==> config.mk <==
export PLATFORM = sky130hd
export DESIGN_NAME = muldiv_unit
export DESIGN_NICKNAME = d
export VERILOG_FILES = /design/src/rtl/muldiv_pkg.sv /design/src/rtl/muldiv_unit.sv
export SDC_FILE = /design/constraint.sdc
export NUM_CORES = 2
export LEC_CHECK = 0
export CAP_MARGIN = 15
export CORE_AREA = 2 2 231 233
export DETAILED_ROUTE_END_ITERATION = 7
export DIE_AREA = 0 0 233 235
export PLACE_DENSITY = 0.89
export SYNTH_ARGS = -nofsm -noshare
export SYNTH_HDL_FRONTEND = slang
export SYNTH_SLANG_ARGS = --single-unit
==> constraint.sdc <==
create_clock -name clk -period 15.9 [get_ports clk]
set_clock_uncertainty 0.15 [all_clocks]
set_input_delay 3.18 -clock clk [delete_from_list [all_inputs] [get_ports clk]]
set_output_delay 3.18 -clock clk [all_outputs]
set_load 0.005 [all_outputs]
pdn.png
Bar = 50 um. Pins as bars on the die edge.
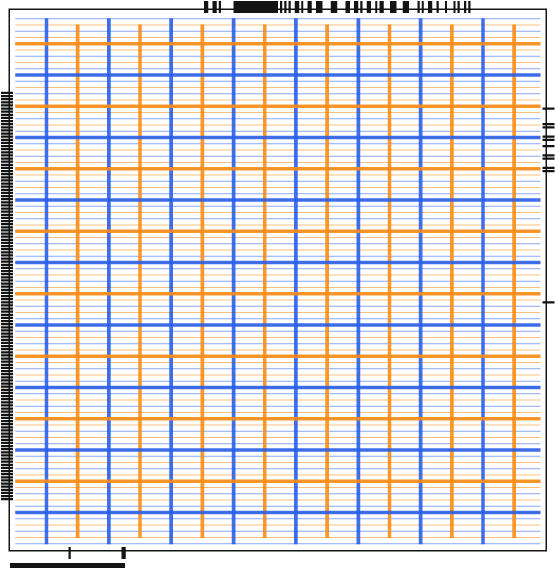
Key: VSS = blue; VDD = orange
The core has 84 rows. 16 straps on met5.
core box area: 52200 um2
die span in y: 235 um
die width: 233 um
VDD IR-drop max: 102 uV

cell_classes.png
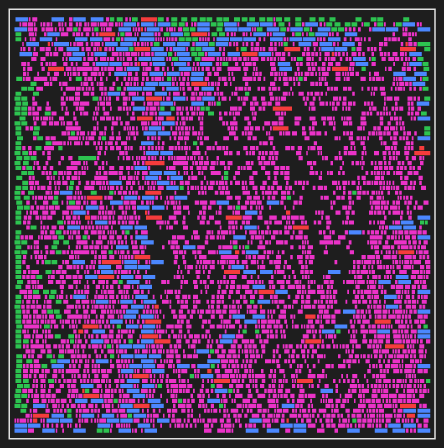
Key: all other logic = magenta [cells 3892, share of their area 72%]; other buffers and delay cells = green [cells 280, share of their area 7.9%]; clock drivers and dummy loads = red [cells 63, share of their area 3.6%]; flops = blue [cells 281, share of their area 17%]
Rows: 84
flop share of the area: 16.4%
Finished Cell Area: 34400 um2

clock_map.png
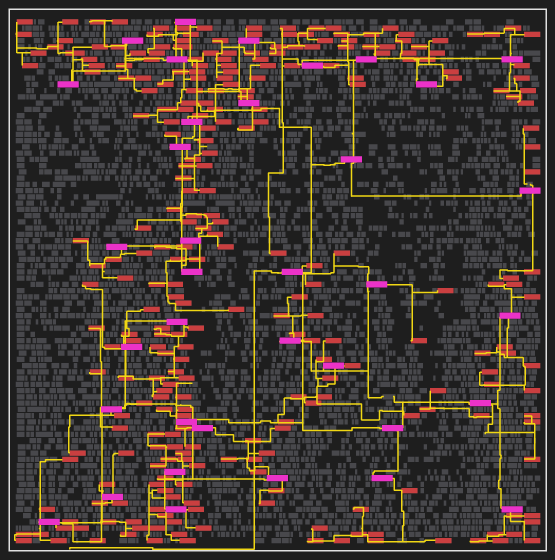
Key: cells driving clock nets = magenta [count 36]; flip-flops = red [count 281]; clock wires = yellow [length 4560 um]
Position of the flops: widely spread. There are 37 routed clock nets.
power of the clock network: 860 uW
clk latency late pin: 590 ps
Clock power frac: 30.4%

metal_stack.png
Bar = 50 um.
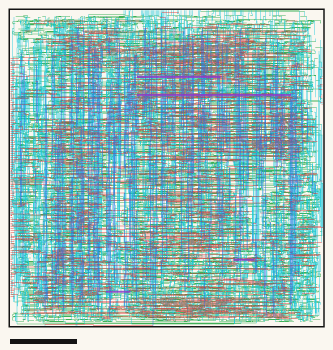
Key: met1 = green [wire length 54.2 mm]; met3 = red [wire length 24.6 mm]; met4 = blue [wire length 13900 um]; met2 = cyan [wire length 59.3 mm]; met5 = purple [wire length 204 um]
Total GRT Usage: 53.4%
vias: 38400
wire per inst: 29.2 um
final WL: 152 mm

final_congestion.png
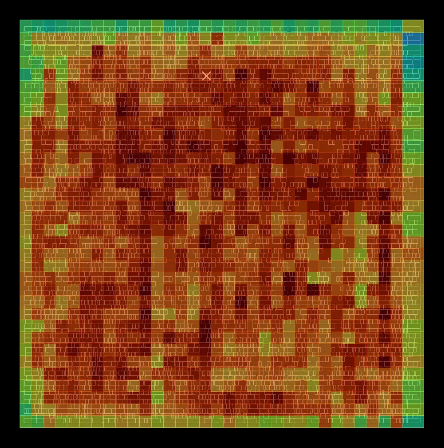
final design utilization: 65.9%
met2 usage: 74.5%
met3 Resource Use GR: 21.2%
Global Route met1 Usage: 66.1%

==> changes_impl.md <==
## Flow update

- Root Buffer: clkbuf_16
- CTS max path bufs: 3
- Die area: 54800 um2
- Yosys synthesis chip area: 31100 um2
- Worst-case reg-to-reg path depth: 19
- Filler cell count: 4615
- Global route total overflow: 0
- Commonest flop: dfxtp_1
- Crit path cell chain: or4_1 -> nor2_1 -> nor4b_4 -> nand2_2 -> nor3b_1 -> nand4_1 -> nor2_1 -> and3_1 -> ha_1 -> nor3b_1 -> nand2b_1 -> or3_1 -> or4_1 -> nand2b_4 -> o21ai_1 -> xor2_1 -> a22oi_1 -> o2111ai_1 -> o21ai_1
- Post-place setup slack: 8280 ps
- Storage cell area: 5640 um2
- Logic area: 23500 um2
- Vias in the first global route: 34300
- Fin Hold WS: 302 ps
- Final Hold Viols: 0
- Crit-path max FO: 7
- Outcome: complete, but fails checks
- Share of layout cells above drive strength 1: 6.16%
- H-tree levels: 2
- DP Cell Count: 5141
- Max-slew violation count: 0
- FF+latch count, synth: 281
- Count of library flops with an enable pin: 0
- CP max stage delay: 830 ps
- R2r setup slk: 8510 ps
- Syn_area_per_cell: 6.85 um2
- FFs w/ async S/R, synth: 0%
- Static Leak: 13.3 nW
- Fin nets: 4772
- Top delay family on crit path: simple AND/OR/NAND/NOR gates
- Critical path required time: 16190 ps
- Cell Pwr Density: 82.3 nW/um2
- Final worst setup slack: 8510 ps
- Warnings from Yosys: 0
- Cts bufs inserted: 36
- DPL Wire Length: 115 mm
- First-pass GRT wire length: 222 mm
- RSZ-0062 raised after global routing: false
- Post-CTS Setup Repair Bufs: 0
- CP Class: reg2reg
- DR vias/cell: 7.37
- Post-synthesis cell count: 4540
- Kind of end point of the critical path: flip-flop
- Tot Pwr: 2.83 mW
- First DRT Iteration DRCs: 7405
- Hold WC Path Type: reg2reg
- Syn Std Cell Area: 31100 um2
- Violated checks: DRC
- Rel. slew slack: 15.0%
- Gp weighted congestion: 1.07
- Sequential-to-total area share from yosys stat: 18.1%
- CTS tree: done
- Yosys cell count: 4540
- WP data arrival: 7690 ps
- Hold path cells: 2
- Critical path depth: 19
- Starting Density: 59.5%
- Port bufs: 210
- Final period util: 46.5%
- Log Warnings: 34
- Post-cts sizing count: 0
- Post-synthesis cell type count: 106
- Largest net degree at the start of global routing: 143
- Min Tclk post-route: 7390 ps
- Drc violations: 6
==> routing by layer <==
metal	GRT usage, %	vias up	part of all wire, %
met5	2.32	-	0.13
met4	37.4	8	9.1
li1	-	16600	-
met3	21.2	820	16
met1	66.1	17500	36
met2	74.5	3399	39
==> kinds of logic (layout without fill, tap and decap cells) <==
| group | Yosys count | count (layout) | synth area share, % |
|---|---|---|---|
| mux | 98 | 98 | 3.33 |
| xor+xnor | 289 | 289 | 8.17 |
| simple gates | 1552 | 1552 | 24.3 |
| fa+ha+maj | 142 | 142 | 5.76 |
| flops | 281 | 281 | 18.1 |
| other cells | 0 | 8 | 0 |
| buf+inv | 517 | 493 | 6.68 |
| compound gates | 1661 | 1661 | 33.6 |
==> area by class of cell <==
cell class	count	area share (%)
clock buffers	49	2.88
inverters	150	1.64
diodes	8	0.0582
clock inverters	14	0.596
flip-flops and latches	281	16.4
repair buffers	280	7.71
multi-input cells	3742	68.2
well taps	688	2.50
==> worst min-delay path: cells and delay by family (launching register included) <==
kind	cells	cell delay, ps
AOI/OAI and AO/OA	1	50
DFF	1	310
and+or+nand+nor	1	50
==> power by group <==
part	switching, mW	total, mW	internal, mW
Combinational	0.729	1.08	0.351
Clock	0.368	0.860	0.492
Sequential	0.133	0.892	0.759
Total	1.23	2.83	1.60
==> cell usage after synthesis (all sizes together), types with 40 or more instances <==
master	count	area share [%]
a21oi	582	9.4
nand2	495	6.0
nor2	418	5.0
o21ai	370	6.1
clkbuf	301	3.6
dfxtp	281	18
nor3	174	2.9
xnor2	171	4.8
inv	147	1.8
ha	140	5.6
xor2	118	3.3
nand4	90	1.9
nand3	88	1.5
a21o	84	2.0
buf	66	1.2
a31oi	65	1.3
o221ai	65	1.8
a22oi	63	1.5
mux2i	55	1.8
o31ai	55	1.4
o211ai	52	1.3
nor4	47	1.3
a211oi	46	1.1
mux2	43	1.6
o22ai	40	0.81
or3	40	0.81
==> metrics by stage <==
stage | utilization [%] | instance area (um2)
floorplan | - | 31100
global placement | 63.5 | 33200
detailed placement | 63.5 | 33200
CTS | 65.8 | 34400
global route | 65.8 | 34400
finish | 65.9 | 34400
==> cells in the final DEF, fill, tap and decap left out, types with 16 or more instances in the layout <==
cell type and instances:
clkbuf_16 37, xnor2_1 170, or3_1 40, xor2_1 117, o21ai_0 348, a221oi_1 32, and3_1 26, or4_1 30
nor4_1 37, a211oi_1 45, nand2_1 493, o31ai_1 52, nand4_1 88, o21a_1 27, o211ai_1 52, a21oi_1 578
o22ai_1 40, nand2b_1 26, nor2_1 413, nand3_1 85, o221ai_1 65, clkdlybuf4s50_1 208, inv_1 146, ha_1 139
a21o_1 84, a221o_1 17, a22oi_1 63, or2_2 16, dfxtp_1 277, nor3_1 168, buf_4 69, mux2i_1 55
mux2_2 43, a31oi_1 65, o21bai_1 28, and2_1 24
No activity file was given, so power comes from the tool's default toggle rates.
